--- src/rtl/alu_arb_pkg.sv ---
// Shared definitions for the ALU arbiter: default datapath width, FSM states and ALUop codes.
package alu_arb_pkg;

  localparam int ALU_WIDTH = 32;

  typedef enum logic [1:0] {
    ST_IDLE = 2'd0,
    ST_EXEC = 2'd1,
    ST_RESP = 2'd2
  } arb_state_e;

  localparam logic [3:0] ALUOP_ADD = 4'd0;
  localparam logic [3:0] ALUOP_SUB = 4'd1;
  localparam logic [3:0] ALUOP_AND = 4'd2;
  localparam logic [3:0] ALUOP_OR  = 4'd3;
  localparam logic [3:0] ALUOP_XOR = 4'd4;
  localparam logic [3:0] ALUOP_SLT = 4'd5;
  localparam logic [3:0] ALUOP_SLL = 4'd6;
  localparam logic [3:0] ALUOP_SRL = 4'd7;
  localparam logic [3:0] ALUOP_SRA = 4'd8;
  localparam logic [3:0] ALUOP_NOR = 4'd9;

endpackage

--- src/rtl/alu_arbiter_alu.sv ---
// Combinational ALU shared by both requesters; codes outside the defined set produce zero.
module alu_arbiter_alu
  import alu_arb_pkg::*;
#(
  parameter int WIDTH = ALU_WIDTH
) (
  input  logic [WIDTH-1:0] A,
  input  logic [WIDTH-1:0] B,
  input  logic [3:0]       ALUop,
  output logic [WIDTH-1:0] Out,
  output logic             isZero
);

  localparam int SHW = $clog2(WIDTH);

  logic [SHW-1:0] shamt;
  logic           a_lt_b;

  assign shamt  = B[SHW-1:0];
  assign a_lt_b = $signed(A) < $signed(B);

  always_comb begin
    Out = '0;
    case (ALUop)
      ALUOP_ADD: Out = A + B;
      ALUOP_SUB: Out = A - B;
      ALUOP_AND: Out = A & B;
      ALUOP_OR:  Out = A | B;
      ALUOP_XOR: Out = A ^ B;
      ALUOP_SLT: Out = {{(WIDTH-1){1'b0}}, a_lt_b};
      ALUOP_SLL: Out = A << shamt;
      ALUOP_SRL: Out = A >> shamt;
      ALUOP_SRA: Out = WIDTH'($signed(A) >>> shamt);
      ALUOP_NOR: Out = ~(A | B);
      default:   Out = '0;
    endcase
  end

  assign isZero = (Out == '0);

endmodule

--- src/rtl/alu_arbiter.sv ---
// Two-requester front end for a single shared ALU: IDLE -> EXEC -> RESP, one op in flight.
// Define ALU_ARB_FIXED_PRIO_EN to make requester 0 always win ties (no round-robin state).
module alu_arbiter
  import alu_arb_pkg::*;
#(
  parameter int WIDTH = ALU_WIDTH
) (
  input  logic             Clock,
  input  logic             Reset,
  input  logic             req0_valid,
  output logic             req0_ready,
  input  logic [WIDTH-1:0] req0_A,
  input  logic [WIDTH-1:0] req0_B,
  input  logic [3:0]       req0_ALUop,
  input  logic             req1_valid,
  output logic             req1_ready,
  input  logic [WIDTH-1:0] req1_A,
  input  logic [WIDTH-1:0] req1_B,
  input  logic [3:0]       req1_ALUop,
  output logic             resp0_valid,
  input  logic             resp0_ready,
  output logic             resp1_valid,
  input  logic             resp1_ready,
  output logic [WIDTH-1:0] resp_Out,
  output logic             resp_isZero,
  output logic             busy
);

  arb_state_e       state_q, state_d;
  logic             id_q, id_d;
  logic [WIDTH-1:0] a_q, a_d, b_q, b_d, out_q, out_d;
  logic [3:0]       op_q, op_d;
  logic             zero_q, zero_d;
  logic [WIDTH-1:0] alu_out;
  logic             alu_zero;
  logic             grant;
  logic             tie_pick;

`ifdef ALU_ARB_FIXED_PRIO_EN
  assign tie_pick = 1'b0;
`else
  logic last_grant_q, last_grant_d;
  assign tie_pick = ~last_grant_q;
`endif

  always_comb begin
    grant = 1'b0;
    if (req0_valid && req1_valid) grant = tie_pick;
    else if (req1_valid)          grant = 1'b1;
  end

  always_comb begin
    state_d     = state_q;
    id_d        = id_q;
    a_d         = a_q;
    b_d         = b_q;
    op_d        = op_q;
    out_d       = out_q;
    zero_d      = zero_q;
    req0_ready  = 1'b0;
    req1_ready  = 1'b0;
    resp0_valid = 1'b0;
    resp1_valid = 1'b0;
    case (state_q)
      ST_IDLE: begin
        req0_ready = req0_valid & ~grant;
        req1_ready = req1_valid & grant;
        if (req0_valid || req1_valid) begin
          id_d    = grant;
          a_d     = grant ? req1_A : req0_A;
          b_d     = grant ? req1_B : req0_B;
          op_d    = grant ? req1_ALUop : req0_ALUop;
          state_d = ST_EXEC;
        end
      end
      ST_EXEC: begin
        out_d   = alu_out;
        zero_d  = alu_zero;
        state_d = ST_RESP;
      end
      ST_RESP: begin
        resp0_valid = ~id_q;
        resp1_valid = id_q;
        if ((~id_q && resp0_ready) || (id_q && resp1_ready)) state_d = ST_IDLE;
      end
      default: state_d = ST_IDLE;
    endcase
  end

`ifndef ALU_ARB_FIXED_PRIO_EN
  // Round-robin pointer moves only when a request is actually accepted.
  always_comb begin
    last_grant_d = last_grant_q;
    if (state_q == ST_IDLE && (req0_valid || req1_valid)) last_grant_d = grant;
  end

  always_ff @(posedge Clock) begin
    if (Reset) last_grant_q <= 1'b1;
    else       last_grant_q <= last_grant_d;
  end
`endif

  always_ff @(posedge Clock) begin
    if (Reset) begin
      state_q <= ST_IDLE;
      id_q    <= 1'b0;
      a_q     <= '0;
      b_q     <= '0;
      op_q    <= '0;
      out_q   <= '0;
      zero_q  <= 1'b0;
    end else begin
      state_q <= state_d;
      id_q    <= id_d;
      a_q     <= a_d;
      b_q     <= b_d;
      op_q    <= op_d;
      out_q   <= out_d;
      zero_q  <= zero_d;
    end
  end

  alu_arbiter_alu #(.WIDTH(WIDTH)) u_alu (
    .A      (a_q),
    .B      (b_q),
    .ALUop  (op_q),
    .Out    (alu_out),
    .isZero (alu_zero)
  );

  assign resp_Out    = out_q;
  assign resp_isZero = zero_q;
  assign busy        = (state_q != ST_IDLE);

endmodule

--- config.mk ---
export PLATFORM = sky130hd
export DESIGN_NAME = alu_arbiter
export DESIGN_NICKNAME = d
export VERILOG_FILES = /design/src/rtl/alu_arb_pkg.sv /design/src/rtl/alu_arbiter_alu.sv /design/src/rtl/alu_arbiter.sv
export SDC_FILE = /design/constraint.sdc
export NUM_CORES = 1
export LEC_CHECK = 0
export CAP_MARGIN = 15
export CORE_MARGIN = 5
export CORE_UTILIZATION = 40
export DETAILED_ROUTE_END_ITERATION = 12
export GPL_TIMING_DRIVEN = 1
export SYNTH_ARGS = -nofsm -noshare
export SYNTH_HDL_FRONTEND = slang
export SYNTH_HIERARCHICAL = 1
export SYNTH_SLANG_ARGS = --single-unit
--- constraint.sdc ---
create_clock -name Clock -period 4.8 [get_ports Clock]
set_input_delay 0.48 -clock Clock [delete_from_list [all_inputs] [get_ports Clock]]
set_output_delay 0.48 -clock Clock [all_outputs]
set_load 0.02 [all_outputs]
**Run 1: cells coloured by class**

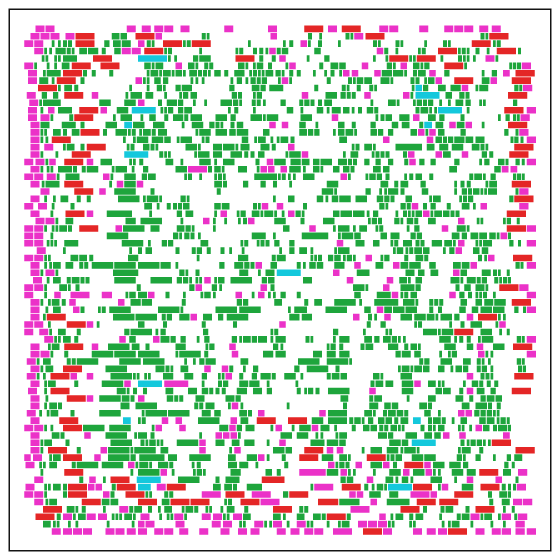
Red shows registers, cells 105. Green shows remaining logic cells, cells 1656. Cyan shows clock drivers and dummy loads, cells 16. Magenta shows remaining buffers and delay cells, cells 369.

**Run 1: routed metal, one colour a layer**

Scale bar: 50 um.
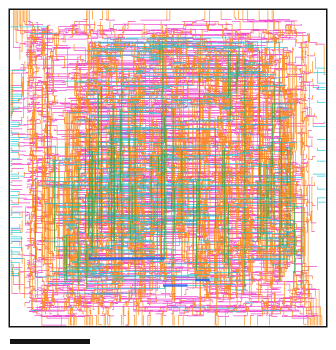
Orange shows M2, wire length 31.9 mm. Blue shows M5, wire length 68.1 um. Green shows M4, wire length 3770 um. Magenta shows M1, wire length 31.1 mm. Cyan shows M3, wire length 8060 um.

**Run 1: sequential cells coloured by netlist name**

Scale bar: 50 um.
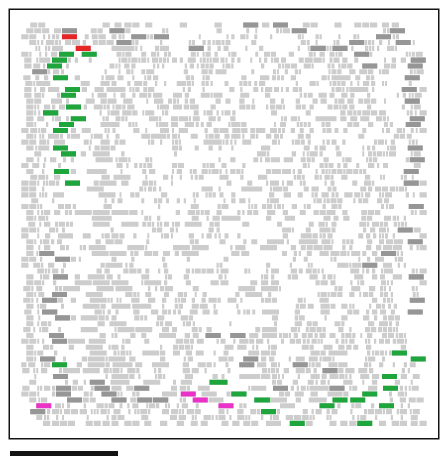
Red shows state_q, placed flops 2. Magenta shows op_q, placed flops 4, where bottom centre. Green shows b_q, placed flops 32, where all over the die.

**Run 1: track usage over the die**

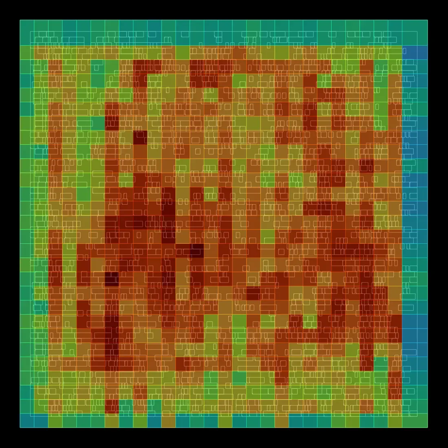
GRT Overall Usage: 0.3672
met2 global-route usage: 0.5481
post-layout util: 0.5041
GR Layer Usage met1: 0.5054
wire per inst: 28.73 um

==> flow_summary.ini, run 1 <==
; flow metrics
[timing]
worst_pin_slew_ns = 1.414
finalHoldViolCount = 0
hold_ws_ns = 0.4526
clock_skew_ns = 0.01826
fmax_mhz = 218.4
finalMaxSlewViolations = 0

[setup_path]
criticalPathCategory = register to register
reg2reg_depth = 15
reg2reg_to = resp_isZero$_SDFFE_PP0N_
cp_num_buf_inv = 3
worstSetupStartpoint = a_q[23]$_SDFFE_PP0P_
reg2reg_from = a_q[23]$_SDFFE_PP0P_
cpLargestDelayFamily = simple AND/OR/NAND/NOR gates

[final_layout]
layout.cells.most_common = nand2_1
logic_gates = 1558
largest_cell_class = logic gates
nFillCells = 3560
flop-count = 105
fin_nets = 2384
lay_top_cells = 354 x nand2_1, 201 x a21oi_1, 178 x buf_4, 178 x clkdlybuf4s50_1, 118 x nor2_1

[synthesis]
synth_top_area_share = 0.1476
top_cell = nand2_1
ff_type = dfxtp_1
synth_async_sr_flop_share = 0
fa_ha_area_frac = 0.08977
syn-instance-count = 1927

[clocking]
clk_path_buf_depth = 2
cts.sink_count = 105

[worst_hold_path]
whs_endpoint = resp_Out[7]$_SDFFE_PP0N_

[detailed_routing]
detail-route-antenna-nets = 0
wirelength_um = 74910
drtIter0Drc = 2749

[die]
row_count = 69
tap_cells = 461

[power_and_ir_drop]
power.density_nw_per_um2 = 335.1
p_switching_mw = 3.013

[run_status]
status = complete, no violations

[global_route]
antenna_found_initial = 4
**Run 1: wire density map**

Scale bar: 50 um. The die is cut into 40 by 40 equal tiles; dark blue is low, red is high, scaled to the fullest tile. Values are wire area over tile area, all layers added.
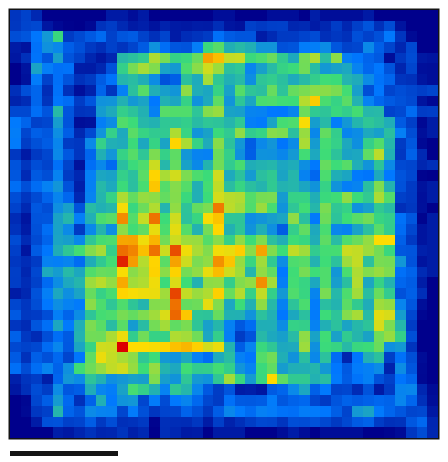

--- run 2 (diff from run 1) ---
Settings changed: CAP_MARGIN 15 to unset.
**Run 2: wire density map**

Scale bar: 50 um. The die is cut into 40 by 40 equal tiles; dark blue is low, red is high, scaled to the fullest tile. Values are wire area over tile area, all layers added.
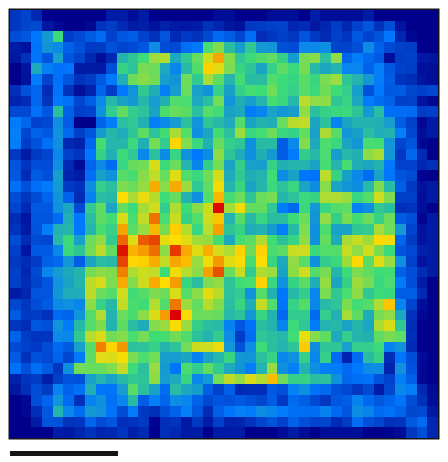
The densest ninth of the die: centre. The mean over all tiles is 0.33. 5.2% of the tiles are nearly empty. 25% of the tiles are over half the peak. The emptiest ninth of the die: upper left.

==> run 2 against run 1 <==
Net effect:
- register-to-register slack worse by 0.06 ns
- global-route usage unchanged
- clock power down 0.5%
- largest cell class unchanged
- synthesized area unchanged
- largest power group unchanged
- synthesized cell count unchanged
- highest routed layer unchanged
- critical path type unchanged
==> flow_summary.ini, run 2 <==
; flow metrics
[detailed_routing]
detail-route-antenna-nets = 0
drtIter0Drc = 2506
dr_wl_met3_um = 8378

[final_layout]
logic_gates = 1558
largest_cell_class = logic gates
clk_share = 0.01747
drive_gt1_frac = 0.1599
fin_nets = 2383
layout.cells.most_common = nand2_1
nFillCells = 3561
sh_seq_area = 0.1181
antenna_cells = 0
flop-count = 105
lay_top_cells = 354 x nand2_1, 201 x a21oi_1, 178 x buf_4, 178 x clkdlybuf4s50_1, 118 x nor2_1
n_all_buffers = 368
comb_area_frac = 0.6229
fin_util = 0.5039
final_cell_area_um2 = 17840
logic_area_um2 = 11110
final_cells = 2606

[die]
die_area_um2 = 39490
die_x_um = 198.7
coreArea_um2 = 35400
tap_cells = 461
row_count = 69
io_pins = 180

[clocking]
tritoncts = built
clk_path_buf_depth = 2
cts_buffers = 9
cts_resized = 1
cts_max_level = 3
cts.sink_count = 105

[timing]
clock_skew_ns = 0.01693
hold_ws_ns = 0.4528
period_needed_ns = 4.643
fmax_mhz = 215.4
setup_viol = 0
finalMaxSlewViolations = 0
worst_pin_slew_ns = 1.431
finalHoldViolCount = 0

[place]
pre_cts_slack_ns = 0.01082
io_buffers = 179
dpl_cell_area_um2 = 17420
dpl.cell_count = 2589
gp_congestion = 1.126

[flow_run]
maxCapViolations = 0

[global_route]
use_met2 = 0.5481
use_met1 = 0.5054
grt_pass1_wl_um = 108600
antenna_found_initial = 4
grt_pass1_vias = 16139
grt_usage = 0.3672

[setup_path]
reg2reg_depth = 15
crit_path_end_kind = register
criticalPathCategory = register to register
crit_path_max_fanout = 5
reg2reg_to = resp_isZero$_SDFFE_PP0N_
cpLargestDelayFamily = simple AND/OR/NAND/NOR gates
reg2reg_from = a_q[23]$_SDFFE_PP0P_
crit_cells = 15
cp_num_buf_inv = 3
cpPeakStageDelay_ns = 0.66
worstSetupStartpoint = a_q[23]$_SDFFE_PP0P_
required_ns = 5.13

[worst_hold_path]
whs_endpoint = resp_Out[7]$_SDFFE_PP0N_
hp-class = register to register
worstHoldPathCells = 2

[synthesis]
ys_seq_frac = 0.1476
fa_ha_area_frac = 0.08977
yosys_warnings = 6
syn-instance-count = 1927
ys_cells = 1927
synth_async_sr_flop_share = 0
synth_top_area_share = 0.1476
ys_types = 100
ff_type = dfxtp_1
simple_gate_share = 0.2273
top_cell = nand2_1

[power_and_ir_drop]
finalPower_mw = 5.976
ir_drop_v = 0.0002098
swShare = 0.5040
p_switching_mw = 3.012
pg_clk_uw = 829
power_leakage_nw = 6.866
power.density_nw_per_um2 = 335.1
power.group.top = combinational cells

[run_status]
status = complete, no violations
**Run 2: routed metal, one colour a layer**

Scale bar: 50 um.
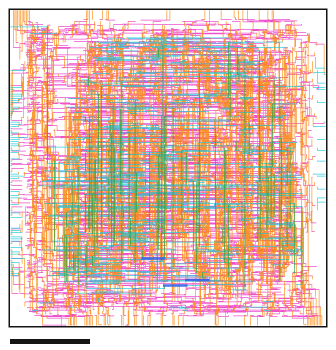
Post-Route WL: 74730 um
wire per inst: 28.68 um
via count: 17397

--- run 3 (diff from run 2) ---
Settings changed: HOLD_SLACK_MARGIN set to 0.12, SKIP_CTS_REPAIR_TIMING set to 1.
**Run 3: cells coloured by class**

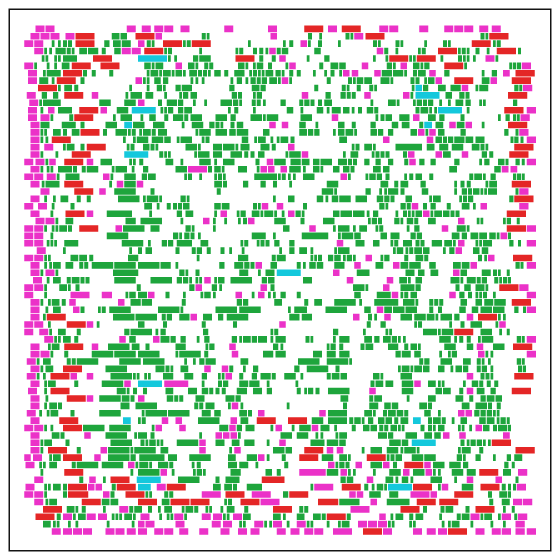
Green shows remaining logic cells, cells 1656. Cyan shows clock drivers and dummy loads, cells 16. Red shows registers, cells 105. Magenta shows remaining buffers and delay cells, cells 368.

==> run 3 against run 2 <==
Net effect:
- via count is essentially flat
- worst hold slack is essentially flat
- sequential power is essentially flat
- count of clock-buffer cells in the layout is the same
- first-iteration DRC count grew 18%
- die area is the same
- wire length grew 0.16%
- synthesized cell count is the same
- cell area is essentially flat
- sequential share of layout area is essentially flat
- core utilization is essentially flat
- largest cell class unchanged
- highest routed layer unchanged
==> flow_summary.ini, run 3 <==
; flow metrics
[run_status]
status = complete, no violations

[synthesis]
ys_cells = 1927
synth_async_sr_flop_share = 0
ys_types = 100
fa_ha_area_frac = 0.08977
ys_seq_frac = 0.1476
ff_type = dfxtp_1
top_cell = nand2_1
synth_top_area_share = 0.1476
simple_gate_share = 0.2273

[worst_hold_path]
whs_endpoint = resp_Out[7]$_SDFFE_PP0N_

[setup_path]
cp_num_buf_inv = 2
crit_path_end_kind = register
cpPeakStageDelay_ns = 0.67
crit_path_max_fanout = 7
reg2reg_from = a_q[22]$_SDFFE_PP0P_
cpLargestDelayFamily = simple AND/OR/NAND/NOR gates
reg2reg_to = resp_isZero$_SDFFE_PP0N_
crit_cells = 15
criticalPathCategory = register to register
reg2reg_depth = 15

[die]
die_area_um2 = 39490
tap_cells = 461
io_pins = 180
row_count = 69
coreArea_um2 = 35400
die_x_um = 198.7

[timing]
period_needed_ns = 4.754
finalMaxSlewViolations = 0
worst_pin_slew_ns = 1.467
finalHoldViolCount = 0
setup_viol = 0
hold_ws_ns = 0.4528

[power_and_ir_drop]
power.density_nw_per_um2 = 335.2
p_switching_mw = 3.014
power.group.top = combinational cells
pg_clk_uw = 829
finalPower_mw = 5.978

[final_layout]
fin_nets = 2383
clk_share = 0.01747
lay_top_cells = 354 x nand2_1, 201 x a21oi_1, 178 x buf_4, 178 x clkdlybuf4s50_1, 118 x nor2_1
flop-count = 105
n_all_buffers = 368
logic_gates = 1558
largest_cell_class = logic gates
final_cell_area_um2 = 17830
nFillCells = 3562
sh_seq_area = 0.1182
layout.cells.most_common = nand2_1

[flow_run]
maxCapViolations = 0

[clocking]
cts_max_level = 3
cts.sink_count = 105

[global_route]
use_met1 = 0.5047
use_met2 = 0.5486
grt_pass1_vias = 16147
grt_pass1_wl_um = 108600
antenna_found_initial = 4

[place]
pre_cts_slack_ns = 0.01082
gp_congestion = 1.126
io_buffers = 179

[detailed_routing]
detail-route-antenna-nets = 0
**Run 3: wire density map**

Scale bar: 50 um. The die is cut into 40 by 40 equal tiles; dark blue is low, red is high, scaled to the fullest tile. Values are wire area over tile area, all layers added.
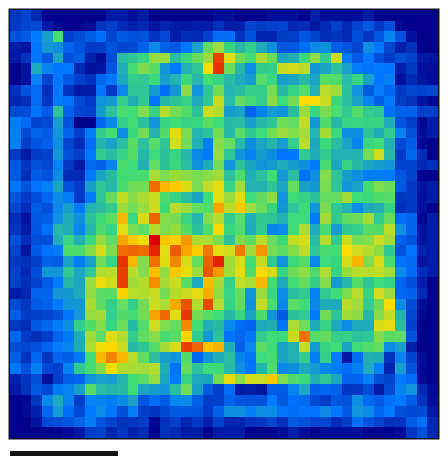
The emptiest ninth of the die: upper left. 5.2% of the tiles are nearly empty. The fullest tile reaches 0.94.
GRT Overall Usage: 0.3671
via count: 17403
Post-Route WL: 74850 um
wire per inst: 28.72 um

Power is estimated from default activity; no workload was simulated.
